<file path="src/rtl/pix_stat_counter.sv">
// Frame-level pixel statistics counter: per frame, counts beats passing a brightness
// test and total beats, latching both at end of frame with a one-cycle done pulse.
module pix_stat_counter #(
  parameter int CW    = 8,
  parameter int CNT_W = 32
) (
  input  logic             i_clk,
  input  logic             i_rst_n,
  input  logic             i_clear,
  input  logic             i_pix_valid,
  input  logic             i_sof,
  input  logic             i_eof,
  input  logic [CW-1:0]    i_r,
  input  logic [CW-1:0]    i_g,
  input  logic [CW-1:0]    i_b,
  input  logic [1:0]       i_mode,
  input  logic [CW-1:0]    i_thr,
  output logic [CNT_W-1:0] o_live_cnt,
  output logic [CNT_W-1:0] o_lit_cnt,
  output logic [CNT_W-1:0] o_tot_cnt,
  output logic             o_sat,
  output logic             o_done,
  output logic             o_frame_err
);

  localparam int LW = CW + 8;
  localparam logic [CNT_W-1:0] CNT_MAX = {CNT_W{1'b1}};
  localparam logic [CNT_W-1:0] CNT_ONE = {{(CNT_W-1){1'b0}}, 1'b1};

  typedef enum logic {
    ST_IDLE   = 1'b0,
    ST_ACTIVE = 1'b1
  } state_t;

  // Brightness test on the incoming beat, using the mode/threshold presented with it.
  logic [LW-1:0] w_lumaSum;
  logic [CW-1:0] w_luma;
  logic          w_rGt;
  logic          w_gGt;
  logic          w_bGt;
  logic          w_lumaGt;
  logic          w_hit;

  assign w_lumaSum = LW'(77) * LW'(i_r) + LW'(150) * LW'(i_g) + LW'(29) * LW'(i_b);
  assign w_luma    = w_lumaSum[LW-1:8];
  assign w_rGt     = i_r > i_thr;
  assign w_gGt     = i_g > i_thr;
  assign w_bGt     = i_b > i_thr;
  assign w_lumaGt  = w_luma > i_thr;

  always_comb begin
    w_hit = w_rGt & w_gGt & w_bGt;
    case (i_mode)
      2'd1:    w_hit = w_rGt | w_gGt | w_bGt;
      2'd2:    w_hit = w_lumaGt;
      default: w_hit = w_rGt & w_gGt & w_bGt;
    endcase
  end

  // Stage 1: frame markers are only kept when qualified by a valid beat.
  logic r_s1Valid;
  logic r_s1Sof;
  logic r_s1Eof;
  logic r_s1Hit;

  always_ff @(posedge i_clk or negedge i_rst_n) begin
    if (!i_rst_n) begin
      r_s1Valid <= 1'b0;
      r_s1Sof   <= 1'b0;
      r_s1Eof   <= 1'b0;
      r_s1Hit   <= 1'b0;
    end else if (i_clear) begin
      r_s1Valid <= 1'b0;
      r_s1Sof   <= 1'b0;
      r_s1Eof   <= 1'b0;
      r_s1Hit   <= 1'b0;
    end else begin
      r_s1Valid <= i_pix_valid;
      r_s1Sof   <= i_pix_valid & i_sof;
      r_s1Eof   <= i_pix_valid & i_eof;
      r_s1Hit   <= i_pix_valid & w_hit;
    end
  end

  // Stage 2 state and counters.
  state_t           r_state;
  state_t           w_stateNxt;
  logic [CNT_W-1:0] r_liveCnt;
  logic [CNT_W-1:0] r_totCnt;
  logic             r_satFlag;
  logic [CNT_W-1:0] r_litLatched;
  logic [CNT_W-1:0] r_totLatched;
  logic             r_satLatched;
  logic             r_done;
  logic             r_frameErr;

  logic [CNT_W-1:0] w_liveNxt;
  logic [CNT_W-1:0] w_totNxt;
  logic             w_satFlagNxt;
  logic             w_latch;
  logic             w_errSet;
  logic             w_totOvf;
  logic             w_liveOvf;
  logic [CNT_W-1:0] w_totInc;
  logic [CNT_W-1:0] w_liveInc;

  // Saturating increments: an increment attempted at full scale is what marks saturation.
  assign w_totOvf  = (r_totCnt == CNT_MAX);
  assign w_liveOvf = r_s1Hit & (r_liveCnt == CNT_MAX);
  assign w_totInc  = w_totOvf ? r_totCnt : r_totCnt + CNT_ONE;
  assign w_liveInc = (r_s1Hit && !w_liveOvf) ? r_liveCnt + CNT_ONE : r_liveCnt;

  always_comb begin
    w_stateNxt   = r_state;
    w_liveNxt    = r_liveCnt;
    w_totNxt     = r_totCnt;
    w_satFlagNxt = r_satFlag;
    w_latch      = 1'b0;
    w_errSet     = 1'b0;
    if (r_s1Valid) begin
      if (r_s1Sof) begin
        w_errSet     = (r_state == ST_ACTIVE) && !r_s1Eof;
        w_liveNxt    = {{(CNT_W-1){1'b0}}, r_s1Hit};
        w_totNxt     = CNT_ONE;
        w_satFlagNxt = 1'b0;
        if (r_s1Eof) begin
          w_latch    = 1'b1;
          w_stateNxt = ST_IDLE;
        end else begin
          w_stateNxt = ST_ACTIVE;
        end
      end else if (r_state == ST_ACTIVE) begin
        w_liveNxt    = w_liveInc;
        w_totNxt     = w_totInc;
        w_satFlagNxt = r_satFlag | w_totOvf | w_liveOvf;
        if (r_s1Eof) begin
          w_latch    = 1'b1;
          w_stateNxt = ST_IDLE;
        end
      end
    end
  end

  always_ff @(posedge i_clk or negedge i_rst_n) begin
    if (!i_rst_n) begin
      r_state <= ST_IDLE;
    end else if (i_clear) begin
      r_state <= ST_IDLE;
    end else begin
      r_state <= w_stateNxt;
    end
  end

  // Results latch the same values the counters take on the eof beat, so the eof pixel counts.
  always_ff @(posedge i_clk or negedge i_rst_n) begin
    if (!i_rst_n) begin
      r_liveCnt    <= '0;
      r_totCnt     <= '0;
      r_satFlag    <= 1'b0;
      r_litLatched <= '0;
      r_totLatched <= '0;
      r_satLatched <= 1'b0;
      r_done       <= 1'b0;
      r_frameErr   <= 1'b0;
    end else if (i_clear) begin
      r_liveCnt    <= '0;
      r_totCnt     <= '0;
      r_satFlag    <= 1'b0;
      r_litLatched <= '0;
      r_totLatched <= '0;
      r_satLatched <= 1'b0;
      r_done       <= 1'b0;
      r_frameErr   <= 1'b0;
    end else begin
      r_liveCnt <= w_liveNxt;
      r_totCnt  <= w_totNxt;
      r_satFlag <= w_satFlagNxt;
      r_done    <= w_latch;
      if (w_latch) begin
        r_litLatched <= w_liveNxt;
        r_totLatched <= w_totNxt;
        r_satLatched <= w_satFlagNxt;
      end
      if (w_errSet) begin
        r_frameErr <= 1'b1;
      end
    end
  end

  assign o_live_cnt  = r_liveCnt;
  assign o_lit_cnt   = r_litLatched;
  assign o_tot_cnt   = r_totLatched;
  assign o_sat       = r_satLatched;
  assign o_done      = r_done;
  assign o_frame_err = r_frameErr;

endmodule
</file>
<file path="config.mk">
export PLATFORM = sky130hd
export DESIGN_NAME = pix_stat_counter
export DESIGN_NICKNAME = d
export VERILOG_FILES = /design/src/rtl/pix_stat_counter.sv
export SDC_FILE = /design/constraint.sdc
export NUM_CORES = 1
export LEC_CHECK = 0
export CAP_MARGIN = 10
export CORE_MARGIN = 2
export CORE_UTILIZATION = 62
export CTS_BUF_LIST = sky130_fd_sc_hd__clkbuf_4 sky130_fd_sc_hd__clkbuf_8
export CTS_CLUSTER_DIAMETER = 120
export DETAILED_ROUTE_END_ITERATION = 10
export PLACE_DENSITY = 0.95
export SLEW_MARGIN = 20
export SYNTH_ARGS = -nofsm -noshare
export SYNTH_HDL_FRONTEND = slang
export SYNTH_SLANG_ARGS = --single-unit
</file>
<file path="constraint.sdc">
create_clock -name i_clk -period 5.05 [get_ports i_clk]
set_input_delay 1.2625 -clock i_clk [delete_from_list [all_inputs] [get_ports i_clk]]
set_output_delay 1.2625 -clock i_clk [all_outputs]
set_load 0.03 [all_outputs]
</file>
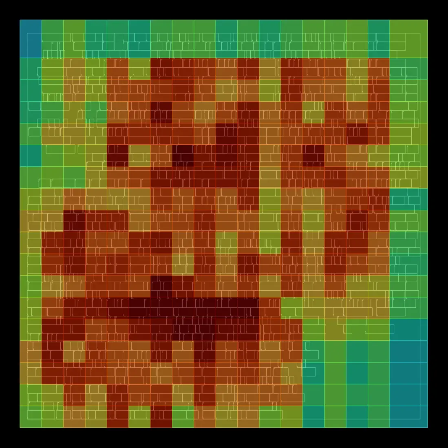
**Above:** run 1 (routing congestion).
most utilized layer in the global route result: met2
per-cell routed wire length: 21.6 microns

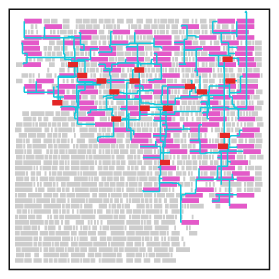
**Above:** run 1 (clock distribution).
Drawn at 2 px/micron.
[flip-flops] magenta | count: 137
[clock-net drivers] red | count: 17
[clock wires] cyan | length: 1700 microns
routed clock nets: 18

==> run notes, run 1 <==
- 61 — PostCTS Resize Cnt
- 82.2% — end-of-flow core utilization
- r_s1Valid — launch instance of the worst register-to-register path
- 0 — Final Hold Viols
- 149% — final period utilization
- 17 — TritonCTS buffer count
- sky130_fd_sc_hd__dfrtp_1, sky130_fd_sc_hd__ha_1, sky130_fd_sc_hd__inv_1 — cell types with the highest counts after synthesis
- 137 — FF+latch count
- 1.81 ns — reg-to-reg slack, setup
- 129 microns — Die H
- 137 — number of clock sinks
- 3 — critical-path maximum fanout
- 55 — Distinct cells, synth
- 1001 — number of cell instances after yosys synthesis
- 4.11 mW — cell internal power dissipation
- 65.4% — routing usage on met2
- 45 — row count
- 27.3% — fraction of standard cell area that is sequential
- 6.28 — Via density
- 9.34% — yosys aoi share
- 211 — tap cell instance count
- 0 — ant diodes
- 2 — maximum buffer depth of the clock tree
- 49100 microns — first-pass GRT wire length
- 0.52 ns — delay of the slowest cell on the worst path
- input port to flop — worst setup path category
- 0.133 GHz — Achievable Freq
- 0 — max-capacitance violation count
- 1001 — synthesized instance count
- flop — critical path capture point type
- 45.2% — switching power as a share of total power
- 48.4% — share of cell area taken by multi-input logic gates
- 11900 sq um — Placement Cell Area
- -2.47 ns — final worst setup slack
- 1 — final setup violating endpoints
- 33.4% — worst slew margin relative to its limit
- 20400 microns — HPWL after DPL
- complete, but fails checks — outcome
- 35.2% — portion of synthesized cell area occupied by the leading cell type
- r_s1Hit — endpoint of the most critical setup path
- sky130_fd_sc_hd__dfrtp_1 — dominant cell type by area after synthesis
- 0.989 mW — power drawn by the clock network
- 7.83 ns — endpoint arrival time on the critical path
- 3.41% — clock-cell share of area
- 0 — number of synthesized flops with an enable pin
- 18 — Clock Buffer Count
- 15300 microns — Met2 Routed Length
- 7.52 ns — post-layout min period
- 6 — number of buffers and inverters on the critical path
- 0 — global route overflow
- setup timing — failing checks
- 15.9% — post-synthesis share of cell area spent on and, or, nand and nor gates
- sky130_fd_sc_hd__ha_4 — Critical Path Most Common Cell
- met4 — Max Used Layer
- 0 — DRC violation count after routing
- 5.36 ns — crit path DRT
- 0 — hold buffer count at CTS
- 30 — path length in cells of the critical path
- yes — TritonCTS clock tree
- flop to flop — class of the tightest hold or removal check
- yes — setup repair after global routing missed its margin
- sky130_fd_sc_hd__dfrtp_1, sky130_fd_sc_hd__ha_1, sky130_fd_sc_hd__fa_1 — Cell area leaders
- 0.0230 ns — Fin Clk Skew
- 9599 — number of global-route vias before repair
- 0.996 ns — Least-Margin Pin Slew
- 72.1% — Logic pwr share
- 1412 — number of nets in the layout
- 8.38% — GR Util met3
- sky130_fd_sc_hd__clkbuf_8 — CTS Root Cell
- 598 nW/um^2 — Pwr per Cell Area
- 16700 sq um — area enclosed by the die boundary
- 137 — number of synthesized register bits
- 5.90 nW — total leakage power
- 12500 sq um — post-route cell area
- 35.2% — sequential-to-total area share from yosys stat
- -2.47 ns — setup TNS after final layout
- 3.39 mW — Switching Power
- 6070 sq um — Multi-input gate area
- 0.552% — Mux area share
- 0.08 ns — clock slew at reported path FFs
- 26.7% — post-synthesis adder-cell area fraction
- 721 — multi-input logic cell count
- 139 — # IOs
- 2490 microns — wire length on met3
- 33 — tool warnings
- 1216 — Mapped Nets
- 129 microns — Die X-Extent
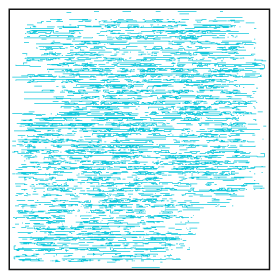
**Above:** run 1 (signal wires on met1).
Drawn at 2 px/micron.
longest straight run: 46.5 microns
wire length on this layer: 10700 microns
met1 usage: 43.4%
total via count after detailed routing: 8920
routed wire length: 30700 microns

## run 1: cell usage in the layout (no fill, tap or decap), drive strengths merged, types with 29 or more instances in the layout
master	count
xnor2	41
dfrtp	137
inv	118
buf	74
fa	55
nor2	102
nand2	91
o21ai	48
ha	120
xor2	33
a21oi	29
nand3	34
clkdlybuf4s50	129
## run 1: worst min-delay path by stage
| stage | endpoint | from | cells after the start |
|---|---|---|---|
| global placement | o_tot_cnt[16] | o_tot_cnt[16] | 2 |
| finish | o_tot_cnt[14] | o_tot_cnt[14] | 2 |
| detailed placement | o_tot_cnt[1] | o_tot_cnt[1] | 2 |
| global route | o_tot_cnt[21] | o_tot_cnt[21] | 2 |
| CTS | o_tot_cnt[14] | o_tot_cnt[14] | 2 |
| floorplan | r_state | r_s1Eof | 1 |
==> run 1 -> run 2 <==
--- a/config.mk
+++ b/config.mk
@@ -9,7 +9,7 @@
 export CORE_MARGIN = 2
 export CORE_UTILIZATION = 62
 export CTS_BUF_LIST = sky130_fd_sc_hd__clkbuf_4 sky130_fd_sc_hd__clkbuf_8
-export CTS_CLUSTER_DIAMETER = 120
+export CTS_CLUSTER_DIAMETER = 100
 export DETAILED_ROUTE_END_ITERATION = 10
 export PLACE_DENSITY = 0.95
 export SLEW_MARGIN = 20
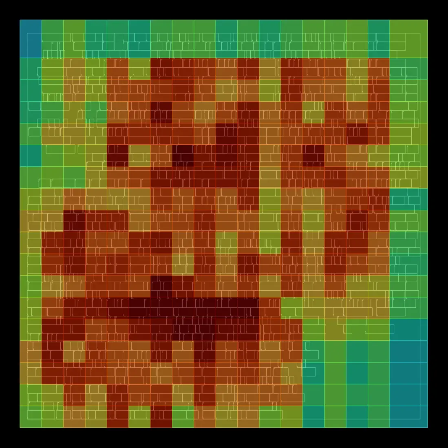
**Above:** run 2 (routing congestion).
routing usage on met2: 65.4%
end-of-flow core utilization: 82.2%

==> run 2 against run 1 <==
Effect of this change:
- the flow still finishes with violations (setup timing)
- largest power group unchanged
- non-clock buffer count unchanged
- clock power about the same
- global-route usage unchanged
- first-iteration DRC count unchanged
- clock-buffer cell count unchanged
- cell area unchanged
- synthesized area unchanged
- combinational power about the same
- via count unchanged
- clock skew unchanged
- critical path type unchanged
==> run notes, run 2 <==
- 1 — final setup violating endpoints, unchanged
- 7.83 ns — endpoint arrival time on the critical path, about the same
- 0 — count of yosys warnings during synthesis
- flop to flop — class of the tightest hold or removal check
- flop — critical path capture point type
- 11900 sq um — Placement Cell Area, unchanged
- 139 — # IOs, unchanged
- 6.28 — Via density, unchanged
- 129 microns — Die H, unchanged
- complete, but fails checks — outcome
- 33 — tool warnings, unchanged
- 3.41% — clock-cell share of area, unchanged
- 16700 sq um — area enclosed by the die boundary, unchanged
- r_s1Hit — endpoint of the most critical setup path
- 27.3% — fraction of standard cell area that is sequential, unchanged
- 26.7% — post-synthesis adder-cell area fraction, unchanged
- 0.52 ns — delay of the slowest cell on the worst path, about the same
- o_tot_cnt[14] — startpoint of the worst hold path
- 45 — row count, unchanged
- 2 — hold depth, unchanged
- 0 — DRC violation count after routing, unchanged
- o_tot_cnt[14] — worst-case hold path end point
- 5.90 nW — total leakage power, unchanged
- 1.81 ns — reg-to-reg slack, setup, about the same
- 137 — number of clock sinks, unchanged
- sky130_fd_sc_hd__dfrtp_1, sky130_fd_sc_hd__clkdlybuf4s50_1, sky130_fd_sc_hd__inv_1, sky130_fd_sc_hd__ha_1, sky130_fd_sc_hd__nor2_1 — most frequent cells in the layout
- sky130_fd_sc_hd__dfrtp_1 — most used logic cell in the final layout
- 7.52 ns — post-layout min period, unchanged
- 721 — multi-input logic cell count, unchanged
- 35.2% — sequential-to-total area share from yosys stat, unchanged
- 1412 — number of nets in the layout, unchanged
- 72.1% — Logic pwr share, about the same
- 49100 microns — first-pass GRT wire length, unchanged
- 18 — Clock Buffer Count, unchanged
- 55 — Distinct cells, synth, unchanged
- sky130_fd_sc_hd__dfrtp_1 — dominant cell type by area after synthesis
- 0 — initial antenna violation count
- 3 — critical-path maximum fanout, unchanged
- 9599 — number of global-route vias before repair, unchanged
- 0 — max-capacitance violation count, unchanged
- 6070 sq um — Multi-input gate area, unchanged
- 17 — TritonCTS buffer count, unchanged
- 129 microns — Die X-Extent, unchanged
- 30700 microns — routed wire length, unchanged
- 21.6 microns — per-cell routed wire length, unchanged
- 12500 sq um — post-route cell area, unchanged
- 4.11 mW — cell internal power dissipation, unchanged
- 20400 microns — HPWL after DPL, unchanged
- 149% — final period utilization, unchanged
- -2.47 ns — final worst setup slack, unchanged
- 211 — tap cell instance count, unchanged
- 0.08 ns — clock slew at reported path FFs, about the same
- 598 nW/um^2 — Pwr per Cell Area, unchanged
- yes — TritonCTS clock tree
- sky130_fd_sc_hd__dfrtp_1, sky130_fd_sc_hd__ha_1, sky130_fd_sc_hd__inv_1 — cell types with the highest counts after synthesis
- input port to flop — worst setup path category
- 1001 — synthesized instance count, unchanged
- sky130_fd_sc_hd__ha_4 — Critical Path Most Common Cell
- 61 — PostCTS Resize Cnt, unchanged
- 45.2% — switching power as a share of total power, unchanged
- 0 — global route overflow, unchanged
- 33.4% — worst slew margin relative to its limit, unchanged
- 2 — maximum buffer depth of the clock tree, unchanged
- 1216 — Mapped Nets, unchanged
- 3.39 mW — Switching Power, unchanged
- 0.552% — Mux area share, unchanged
- 5.36 ns — crit path DRT, about the same
- 0.989 mW — power drawn by the clock network, about the same
- yes — setup repair after global routing missed its margin
- 137 — FF+latch count, unchanged
- 1001 — number of cell instances after yosys synthesis, unchanged
- 48.4% — share of cell area taken by multi-input logic gates, unchanged
- 0 — Final Hold Viols, unchanged
- 9.34% — yosys aoi share, unchanged
- setup timing — failing checks
- 112 — Non-Clock Inverter Count
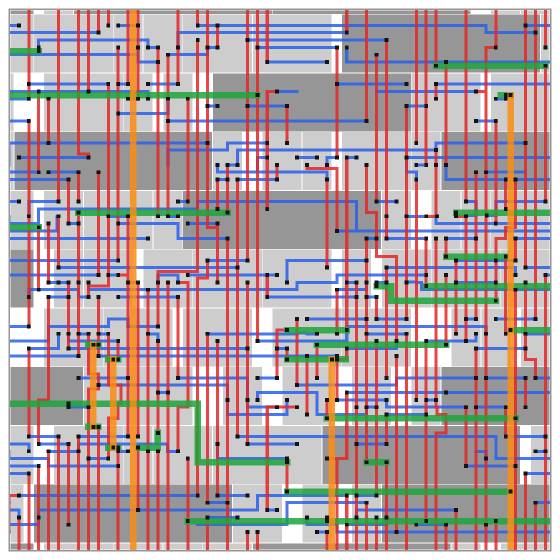
**Above:** run 2 (zoomed window).
Window x 84 to 109, y 84 to 109 microns. Cells in gray, sequential cells in the stronger gray; small squares are vias.
| layer | color |
|---|---|
| M4 | orange |
| M3 | green |
| M2 | red |
| M1 | blue |
netlist names of flops here include: r_totCnt (6), o_tot_cnt (2)
most frequent: nor2_1 (14), dfrtp_1 (9), xor2_1 (8)
cells with their middle in the window: 62
sequential cells in the window: 9

-- run 2: cell counts in the layout (fill, tap and decap cells not counted) --
Identical to the previous run, type by type.
-- run 2: metal layers --
metal | vias up | routed length, microns | global-route usage (%)
met5 | - | 0 | 0
met4 | 0 | 2310 | 25.9
met3 | 214 | 2490 | 8.38
met2 | 657 | 15300 | 65.4
met1 | 4295 | 10700 | 43.4
li1 | 3754 | - | -
-- run 2: critical path: cells and delay by family --
| kind | cells | cell delay (ns) |
|---|---|---|
| buffers and inverters | 6 | 0.66 |
| adders and majority gates | 11 | 3.95 |
| and+or+nand+nor | 3 | 0.49 |
| AOI/OAI and AO/OA | 8 | 1.15 |
| xor gates and xnor gates | 2 | 0.31 |
Power is estimated from default activity; no workload was simulated.
